[config.mk]
export PLATFORM = sky130hd
export DESIGN_NAME = signed_bcd_formatter
export DESIGN_NICKNAME = d
export VERILOG_FILES = /design/src/rtl/display_codes_pkg.sv /design/src/rtl/bcd_digit_classify.sv /design/src/rtl/signed_bcd_formatter.sv
export SDC_FILE = /design/constraint.sdc
export NUM_CORES = 1
export LEC_CHECK = 0
export CORE_MARGIN = 2
export CORE_UTILIZATION = 59
export DETAILED_ROUTE_END_ITERATION = 7
export PLACE_DENSITY = 0.83
export SYNTH_ARGS = -nofsm -noshare
export SYNTH_HDL_FRONTEND = slang
export SYNTH_SLANG_ARGS = --single-unit
[constraint.sdc]
create_clock -name clk -period 6.45 [get_ports clk]
set_clock_uncertainty 0.2 [all_clocks]
set_input_delay 1.29 -clock clk [delete_from_list [all_inputs] [get_ports clk]]
set_output_delay 1.29 -clock clk [all_outputs]
set_load 0.01 [all_outputs]
[src/rtl/display_codes_pkg.sv]
// Display code constants, digit code type and formatter FSM states
// shared by the signed BCD formatter and its helpers.
package display_codes_pkg;

  typedef logic [3:0] digit_t;

  localparam digit_t CODE_MINUS = 4'hE;
  localparam digit_t CODE_BLANK = 4'hF;
  localparam digit_t CODE_ERR   = 4'hB;

  typedef enum logic [1:0] {
    S_IDLE,
    S_SCAN,
    S_HOLD
  } state_t;

endpackage

[src/rtl/bcd_digit_classify.sv]
// Combinational classifier for one BCD nibble:
// flags zero and non-decimal (>9) values.
module bcd_digit_classify
  import display_codes_pkg::*;
(
  input  digit_t i_nibble,
  output logic   o_is_zero,
  output logic   o_is_bad
);

  assign o_is_zero = (i_nibble == 4'd0);
  assign o_is_bad  = (i_nibble > 4'd9);

endmodule

[src/rtl/signed_bcd_formatter.sv]
// Sign placement and leading-zero blanking for an N-digit BCD value,
// scanned MSD to LSD one digit per cycle with valid/ready handshakes.
module signed_bcd_formatter
  import display_codes_pkg::*;
#(
  parameter int DIGITS   = 4,
  parameter bit BLANK_EN = 1'b1
) (
  input  logic                  clk,
  input  logic                  reset,
  input  logic                  in_valid,
  output logic                  in_ready,
  input  logic                  in_sign,
  input  logic [4*DIGITS-1:0]   in_bcd,
  output logic                  out_valid,
  input  logic                  out_ready,
  output logic [4*DIGITS-1:0]   out_codes,
  output logic                  out_overflow,
  output logic                  out_bad_digit
);

  localparam int IW = $clog2(DIGITS);

  state_t              r_state;
  logic [IW-1:0]       r_idx;
  logic                r_sign;
  logic [4*DIGITS-1:0] r_bcd;
  logic [4*DIGITS-1:0] r_work;
  logic                r_found;
  logic                r_ovf;
  logic                r_bad;
  logic                r_in_ready;
  logic                r_out_valid;
  logic [4*DIGITS-1:0] r_codes;
  logic                r_out_ovf;
  logic                r_out_bad;

  digit_t              w_digit;
  logic                w_is_zero;
  logic                w_is_bad;
  logic                w_first;
  logic                w_at_msd;
  logic [4*DIGITS-1:0] w_work;
  logic [4*DIGITS-1:0] w_err;
  logic                w_ovf;
  logic                w_bad;

  // Select the digit currently under the scan index.
  always_comb begin
    w_digit = '0;
    for (int k = 0; k < DIGITS; k++) begin
      if (IW'(k) == r_idx) w_digit = r_bcd[4*k +: 4];
    end
  end

  bcd_digit_classify u_classify (
    .i_nibble  (w_digit),
    .o_is_zero (w_is_zero),
    .o_is_bad  (w_is_bad)
  );

  assign w_first  = !r_found && !w_is_zero;
  assign w_at_msd = (r_idx == IW'(DIGITS-1));
  assign w_ovf    = r_ovf | (w_first & r_sign & w_at_msd);
  assign w_bad    = r_bad | w_is_bad;

  // Next work vector: write the scanned digit or blank, and drop a
  // minus one position left of the first nonzero digit.
  always_comb begin
    w_work = r_work;
    for (int k = 0; k < DIGITS; k++) begin
      if (IW'(k) == r_idx) begin
        if (!r_found && w_is_zero && k != 0)
          w_work[4*k +: 4] = BLANK_EN ? CODE_BLANK : 4'h0;
        else
          w_work[4*k +: 4] = w_digit;
      end
    end
    for (int j = 1; j < DIGITS; j++) begin
      if (w_first && r_sign && IW'(j-1) == r_idx)
        w_work[4*j +: 4] = CODE_MINUS;
    end
  end

  // Error display: blanks everywhere except an error mark in digit 0.
  always_comb begin
    w_err = '0;
    for (int k = 0; k < DIGITS; k++) begin
      w_err[4*k +: 4] = (k == 0) ? CODE_ERR : CODE_BLANK;
    end
  end

  // Control FSM with registered handshakes and latched results.
  always_ff @(posedge clk or posedge reset) begin
    if (reset) begin
      r_state     <= S_IDLE;
      r_idx       <= IW'(DIGITS-1);
      r_sign      <= 1'b0;
      r_bcd       <= '0;
      r_work      <= {DIGITS{CODE_BLANK}};
      r_found     <= 1'b0;
      r_ovf       <= 1'b0;
      r_bad       <= 1'b0;
      r_in_ready  <= 1'b0;
      r_out_valid <= 1'b0;
      r_codes     <= {DIGITS{CODE_BLANK}};
      r_out_ovf   <= 1'b0;
      r_out_bad   <= 1'b0;
    end else begin
      unique case (r_state)
        S_IDLE: begin
          r_in_ready <= 1'b1;
          if (in_valid && r_in_ready) begin
            r_sign     <= in_sign;
            r_bcd      <= in_bcd;
            r_work     <= {DIGITS{CODE_BLANK}};
            r_found    <= 1'b0;
            r_ovf      <= 1'b0;
            r_bad      <= 1'b0;
            r_idx      <= IW'(DIGITS-1);
            r_in_ready <= 1'b0;
            r_state    <= S_SCAN;
          end
        end
        S_SCAN: begin
          r_work  <= w_work;
          r_found <= r_found | w_first;
          r_ovf   <= w_ovf;
          r_bad   <= w_bad;
          if (r_idx == '0) begin
            r_codes     <= (w_ovf || w_bad) ? w_err : w_work;
            r_out_ovf   <= w_ovf;
            r_out_bad   <= w_bad;
            r_out_valid <= 1'b1;
            r_idx       <= IW'(DIGITS-1);
            r_state     <= S_HOLD;
          end else begin
            r_idx <= r_idx - IW'(1);
          end
        end
        S_HOLD: begin
          if (out_ready) begin
            r_out_valid <= 1'b0;
            r_in_ready  <= 1'b1;
            r_state     <= S_IDLE;
          end
        end
        default: r_state <= S_IDLE;
      endcase
    end
  end

  assign in_ready      = r_in_ready;
  assign out_valid     = r_out_valid;
  assign out_codes     = r_codes;
  assign out_overflow  = r_out_ovf;
  assign out_bad_digit = r_out_bad;

endmodule

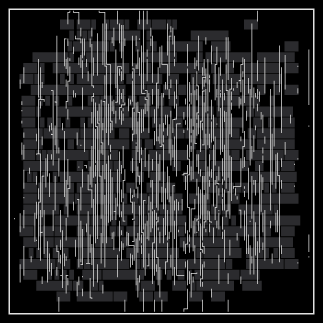
m2.png
Scale: 4 px per um. Cells faint in the background.
wire length on this layer: 3200 um
main direction: vertical

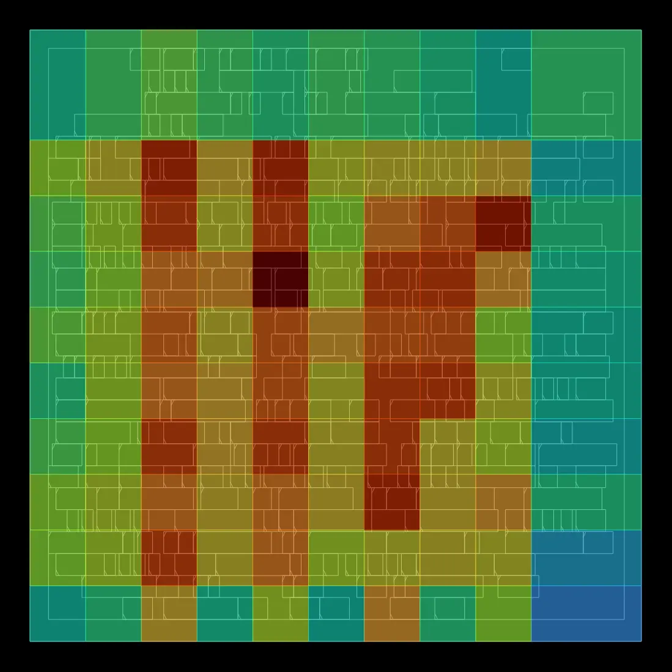
congestion_map.png
gr usage total: 26.8%
GR peak layer: met2
routed wire length per instance: 15.8 um
grt met2 use: 40.6%
Post-Route Utilization: 72.0%

==> results.yml <==
# synthesis and place-and-route metrics
place:
  port_buffers: 40
  place_ws_ns: 2.79
  place_inst: 405
  placed_cell_area_um2: 3460
power_and_ir_drop:
  pg_clk_uw: 298
  p_leak_nw: 1.50
  power_density_nw_per_um2: 559
  clkPwrFrac_pct: 14.7
  seq_power_uw: 706
  top_power_group: "combinational cells"
  p_sw_uw: 866
  vdd_drop_max_v: 0.000398
layout:
  final_area_um2: 3630
  seqCellArea_um2: 1520
  nNonClkBuffers: 45
  layout_top_cell: "nand2_1"
  final-nonclk-buf-share_pct: 12.1
  syn_to_final_growth_pct: 19.6
  clockBufferCount: 14
  final_cell_mix: "nand2_1 (61), clkdlybuf4s50_1 (40), dfstp_2 (33)"
  flops: 59
  num-fill-cells: 414
critical_path:
  worst-path-buf-inv: 0
  r2r_slack_ns: 2.74
  crit_start: "r_idx[0]$_DFFE_PP1P_"
  crit_path_max_incr_delay_ns: 0.76
  cp.depth: 6
  critical_path.cell_chain: "ha_1 -> nand2b_1 -> o211a_1 -> o41a_1 -> a211oi_4 -> o22ai_1"
floorplanning:
  ioPinCount: 41
  chipWidth_um: 75.7
  fp_util_pct: 60.2
  core_area_um2: 5040
  die_h_um: 75.7
status:
  status: "finished, final reports clean"
sta:
  fmax_mhz: 270
  slew_headroom_pct: 38.0
  worst_pin_slew_ns: 0.918
  setup_viol: 0
  final-hold-violation-count: 0
clock_network:
  postCtsHoldBufs: 0
  cts_root_buf: "clkbuf_8"
  clock_path_buffers: 2
  postCtsSetupRepairBufs: 0
  htreeDepth: 3
  cts_buffers: 9
logic_synthesis:
  netlist_top_cells_area: "dfstp_2 (29%), dfrtp_1 (21%), nand2_1 (7.5%)"
  most_common_cell: "nand2_1"
  async_flop_share_pct: 100
  synthMuxAreaShare_pct: 2.64
  synthSimpleGateAreaFrac_pct: 19.6
  syn_area_um2: 3040
  largest_area_cell: "dfstp_2"
  synthAoiAreaFrac_pct: 21.6
  synthCells: 313
  yosysChipArea_um2: 3040
grt:
  grt_overflow: 0
  met1_usage_pct: 37.1
  met3_usage_pct: 4.63
detailed_routing:
  wl_met3_um: 302
  firstDrtPassIters: 4
  drc: 0
hold_path:
  min-delay-start: "out_overflow$_DFFE_PP0P_"
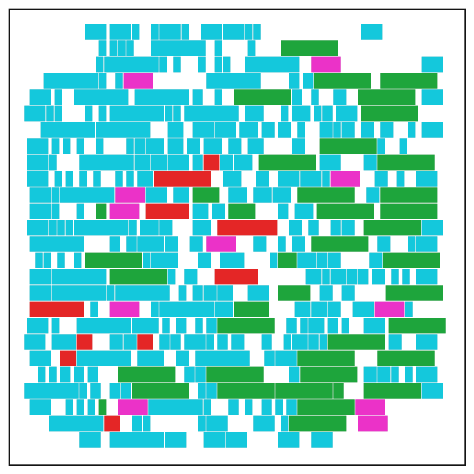
sizing.png
Scale: 6 px per um.
| size | colour | cells | share | most used |
|---|---|---|---|---|
| x3 and x4 | red | 10 | 2.8% | buf_4 |
| x1 and smaller | cyan | 289 | 82% | nand2_1 |
| x6 and larger | magenta | 11 | 3.1% | clkbuf_8 |
| x2 | green | 41 | 12% | dfstp_2 |

